File: src/rtl/hist_cdf_reader.sv
// Sequential histogram readout that streams the running CDF over valid/ready.
// Optional macro HIST_CDF_CLEAR_ON_READ_EN adds a zero-write port that clears each bin after it is read.
module hist_cdf_reader #(
    parameter int BINS   = 256,
    parameter int ADDR_W = 8,
    parameter int CNT_W  = 16,
    parameter int CDF_W  = 24,
    parameter int RD_LAT = 1
) (
    input  logic              clk,
    input  logic              reset,
    input  logic              start,
    output logic              busy,
    output logic              done,
    output logic              rd_en,
    output logic [ADDR_W-1:0] rd_addr,
    input  logic [CNT_W-1:0]  rd_data,
    output logic              cdf_valid,
    input  logic              cdf_ready,
    output logic [ADDR_W-1:0] cdf_bin,
    output logic [CDF_W-1:0]  cdf_value,
    output logic              cdf_last,
    output logic [CDF_W-1:0]  total_count
`ifdef HIST_CDF_CLEAR_ON_READ_EN
    ,
    output logic              clr_we,
    output logic [ADDR_W-1:0] clr_addr
`endif
);

    localparam int                LAT_W    = (RD_LAT > 1) ? $clog2(RD_LAT) : 1;
    localparam logic [ADDR_W-1:0] LAST_BIN = ADDR_W'(BINS - 1);
    localparam logic [LAT_W-1:0]  LAT_LAST = LAT_W'(RD_LAT - 1);

    typedef enum logic [2:0] {IDLE, ISSUE, WAIT, OUT, FIN} state_t;

    state_t            state, state_nxt;
    logic [ADDR_W-1:0] bin;
    logic [CDF_W-1:0]  acc;
    logic [LAT_W-1:0]  lat_cnt;
    logic              wait_last;

    // Widen by one bit so overflow is visible, then clamp instead of wrapping.
    function automatic logic [CDF_W-1:0] sat_add(input logic [CDF_W-1:0] a,
                                                 input logic [CNT_W-1:0] b);
        logic [CDF_W:0] sum;
        sum = {1'b0, a} + (CDF_W + 1)'(b);
        return sum[CDF_W] ? {CDF_W{1'b1}} : sum[CDF_W-1:0];
    endfunction

    assign wait_last = (state == WAIT) && (lat_cnt == LAT_LAST);

    always_ff @(posedge clk or posedge reset) begin
        if (reset) state <= IDLE;
        else       state <= state_nxt;
    end

    always_comb begin
        state_nxt = state;
        busy      = 1'b1;
        done      = 1'b0;
        rd_en     = 1'b0;
        cdf_valid = 1'b0;
        cdf_last  = 1'b0;
        case (state)
            IDLE: begin
                busy = 1'b0;
                if (start) state_nxt = ISSUE;
            end
            ISSUE: begin
                rd_en     = 1'b1;
                state_nxt = WAIT;
            end
            WAIT: if (wait_last) state_nxt = OUT;
            OUT: begin
                cdf_valid = 1'b1;
                cdf_last  = (bin == LAST_BIN);
                if (cdf_ready) state_nxt = (bin == LAST_BIN) ? FIN : ISSUE;
            end
            FIN: begin
                done      = 1'b1;
                state_nxt = IDLE;
            end
            default: state_nxt = IDLE;
        endcase
    end

    // bin only moves on a handshake, so the address and CDF word stay stable through stalls.
    assign rd_addr   = bin;
    assign cdf_bin   = bin;
    assign cdf_value = acc;

    always_ff @(posedge clk or posedge reset) begin
        if (reset) begin
            bin         <= '0;
            acc         <= '0;
            lat_cnt     <= '0;
            total_count <= '0;
        end else begin
            case (state)
                IDLE: if (start) begin
                    bin <= '0;
                    acc <= '0;
                end
                ISSUE: lat_cnt <= '0;
                WAIT: begin
                    lat_cnt <= lat_cnt + LAT_W'(1);
                    if (wait_last) acc <= sat_add(acc, rd_data);
                end
                OUT: if (cdf_ready && (bin != LAST_BIN)) bin <= bin + ADDR_W'(1);
                FIN: total_count <= acc;
                default: ;
            endcase
        end
    end

`ifdef HIST_CDF_CLEAR_ON_READ_EN
    // Pulse fires on entry to OUT only, so a stalled word never re-issues the clear.
    always_ff @(posedge clk or posedge reset) begin
        if (reset) begin
            clr_we   <= 1'b0;
            clr_addr <= '0;
        end else begin
            clr_we <= wait_last;
            if (wait_last) clr_addr <= bin;
        end
    end
`endif

endmodule

File: config.mk
export PLATFORM = sky130hd
export DESIGN_NAME = hist_cdf_reader
export DESIGN_NICKNAME = d
export VERILOG_FILES = /design/src/rtl/hist_cdf_reader.sv
export SDC_FILE = /design/constraint.sdc
export NUM_CORES = 1
export LEC_CHECK = 0
export CAP_MARGIN = 20
export CORE_MARGIN = 2
export CORE_UTILIZATION = 50
export CTS_BUF_LIST = sky130_fd_sc_hd__clkbuf_2
export DETAILED_ROUTE_END_ITERATION = 6
export PLACE_DENSITY = 0.81
export RECOVER_POWER = 25
export SLEW_MARGIN = 20
export SYNTH_ARGS = -nofsm -noshare
export SYNTH_HDL_FRONTEND = slang
export SYNTH_SLANG_ARGS = --single-unit
File: constraint.sdc
create_clock -name clk -period 2.7 [get_ports clk]
set_input_delay 0.27 -clock clk [delete_from_list [all_inputs] [get_ports clk]]
set_output_delay 0.27 -clock clk [all_outputs]
set_load 0.005 [all_outputs]
clocks.png
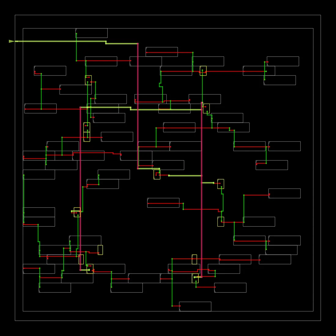
Worst Clk Skew: 0.0136 ns
total CTS buffers: 9
flop count: 60
clk sinks: 60
clock buffers: 9

logic_types.png
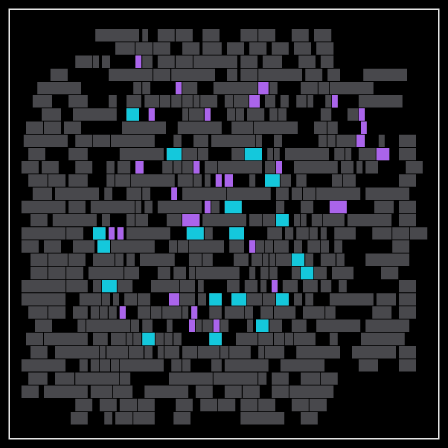
[AND-OR and OR-AND gates] cyan | cells: 19
[NOR gates] purple | cells: 29

metal_density.png
18 x 18 tiles, from white (low) to dark blue (high), scaled to the fullest tile. Values are wire area over tile area, all layers added.
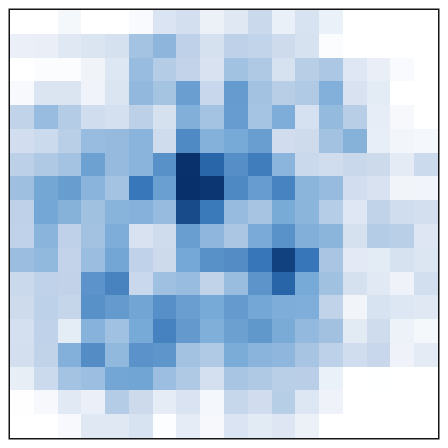
tiles over half the peak: 17%
mean over tiles: 0.19
fullest tile: 0.63
nearly empty tiles: 11%
densest ninth of the die: middle

io_placement.png
Bar = 20 um. Pins as bars across the die edge, other pins in gray.
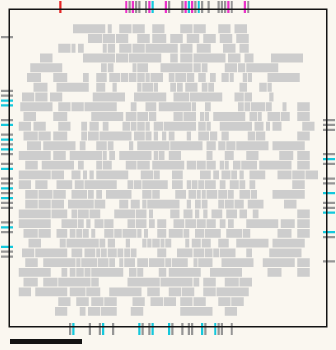
[cdf_bin] magenta | pins: 8 | direction: output | edge: top
[cdf_value] cyan | pins: 24 | direction: output | edge: 10 left, 7 bottom, 4 right, 3 top
[reset] red | pins: 1 | direction: input | edge: top

==> out/results.txt <==
Status: finished with violations
Failing checks: max-capacitance violations
Final instance area: 0.00456 mm^2
Max Cap Viol: 1
Post-synth regs: 60
Post-Syn Area: 0.00354 mm^2
PwrDens: 892 mW/mm^2
Final nets: 476
# Post-CTS Setup Buffers: 0
Startpoint types: flop
Worst Hold End: state[1]$_DFFE_PP0P_
CP Max Fanout: 6
# fillers: 595
Post-detail-place hpwl: 6.41 mm
Share of power burned in registers: 0.332
Synth Seq Share: 0.424
Fp util: 0.518
Simple-Gate Area Share: 0.141
Comb area: 0.00188 mm^2
Port Buffers: 88
Row Count: 30
Final wirelength: 8.95 mm
CTS Root Buffer Type: clkbuf_2
First-pass GRT wire length: 14.8 mm
Cell area leaders: dfrtp_1 (42%), mux2_2 (7.9%), ha_1 (6.0%), a21oi_1 (5.4%), nand2_1 (2.6%)
GRT Total Usage: 0.245
Ys async rst share: 1.00
Top-area cell share: 0.424
Comb power frac: 0.564
Actual slew at the worst max-slew pin: 1.49 ns
Kind of critical path: reg2reg
NetSw: 1750 uW
Leak: 0.00204 uW
Count of tool warnings: 26
Worst Setup SP: cdf_value[0]$_DFFE_PP0P_
Clock slew at reported path FFs: 0.17 ns
Drt first pass iters: 4
Yosys aoi share: 0.197
Fin. max-slew vios: 0
Vias in the first global route: 3,118
Syn_area_per_cell: 10.1 um^2
Post-synth area from yosys stat: 0.00354 mm^2
FF-to-FF Start: cdf_value[0]$_DFFE_PP0P_
WL/cell: 16.7 um
Reg2Reg Capture Point: cdf_value[20]$_DFFE_PP0P_
Minimum clock period: 2.47 ns
Worst hold stages: 2
Iteration-0 DRC Markers: 234
IO Count: 89
CTS max path bufs: 2
Fin cells: 537
Antenna-violating nets left: 0
CP arrival: 2.88 ns
Vias/cell: 5.78
Synthesized net count: 390
Die ar.: 0.00777 mm^2
Crit end category: flop
P_int: 2320 uW
Clock Power Share: 0.104
Clock Latency Late Sink: 0.50 ns
Adder-cell share of the synthesized area: 0.0657
ANT cells: 0
Switching Fraction: 0.430
Hold Path Origin: cdf_ready
Seq. cell area: 0.00150 mm^2
Drt drc: 0
power groups by stage:
stage	clock network [uW]	logic, uW	registers [uW]
2_1_floorplan	0	1520	1290
3_3_place_gp	0	2200	1350
3_5_place_dp	0	2260	1370
4_1_cts	430	2280	1350
5_1_grt	471	2530	1390
6_report	424	2300	1350
worst max-delay path: stages (launching register included):
cell	delay, ns
dfrtp_1	0.44
ha_1	0.23
fa_1	0.41
a21o_1	0.20
a21o_2	0.22
a32oi_2	0.14
buf_4	0.17
a211oi_4	0.09
and3_1	0.22
a311oi_1	0.26
final cells by class:
class	instances	share of cell area
tap	96	0.0263
timing repair buffer	100	0.215
clock buffer	9	0.00987
sequential	60	0.329
inverter	5	0.00411
multi-input combinational	262	0.411
clock inverter	5	0.00466
per-layer routing:
layer	global-route usage	routed length [um]	share of wire	vias up
li1	-	-	-	1462
met1	0.336	3970	0.44	1520
met2	0.375	4250	0.48	107
met3	0.0575	533	0.060	16
met4	0.105	189	0.021	0
met5	0	0	0	-
logic make-up after synthesis:
kind of cell / count (synthesis)
AOI/OAI and AO/OA: 106
and+or+nand+nor: 95
DFF: 60
buffers and inverters: 30
muxes: 26
adders and majority gates: 18
xor gates and xnor gates: 17
placed cells by master, fill, tap and decap left out, types with 8 or more instances in the layout:
cell type / instances
ha_1: 17
clkbuf_2: 10
nand2_1: 25
a21o_1: 11
a21oi_1: 38
mux2_2: 25
nor2_1: 20
xor2_1: 10
nand3_1: 8
a31oi_1: 13
o21ai_0: 8
buf_4: 10
dfrtp_1: 60
clkdlybuf4s50_1: 87
cell usage after synthesis (2+ instances only):
library cell  instances
inv_1                 5
clkbuf_1              6
and4_1                7
and3_1                6
buf_2                 4
nor2_2                2
nand3_1               8
ha_1                 17
o21ai_0               8
buf_4                 9
xnor2_1               7
xor2_1               10
and2_2                2
nor3_2                2
o21ai_1               3
dfrtp_1              60
a211oi_1              5
nor3_1                3
buf_6                 2
a311oi_1              2
nand2_1              25
and3_2                2
a31oi_1              13
a21o_2                2
nor2_1               21
or3_1                 4
mux2_2               25
a21o_1               11
a21boi_0              3
buf_1                 3
and2_1                3
nand4_1               5
a21oi_1              38
o211ai_1              4
o31ai_1               2
sequential cells by signal, summed over array words and instances, names as in the netlist:
register	flops
total_count	24
state	3
cdf_value	24
cdf_bin	8
lat_cnt	1
metrics by stage:
| stage | power, uW | hold slack, ns | utilization | setup WS, ns | TNS (ns) |
|---|---|---|---|---|---|
| final | 4070 | 0.391 | 0.668 | 0.230 | 0 |
| after global routing | 4390 | 0.357 | 0.668 | 0.0509 | 0 |
| after CTS | 4070 | 0.290 | 0.668 | 0.147 | 0 |
| after detailed placement | 3630 | 0.495 | 0.658 | -0.0520 | -0.0641 |
| after global placement | 3560 | 0.488 | 0.658 | 0.0484 | 0 |
| after floorplan | 2810 | 0.362 | - | 0.310 | 0 |
what timing repair did:
item / in CTS / in global routing
endpoints found under the setup margin: 0 / 1
hold endpoints to repair: 0 / 0
resized: 0 / 1
Power and IR drop assume default switching activity.
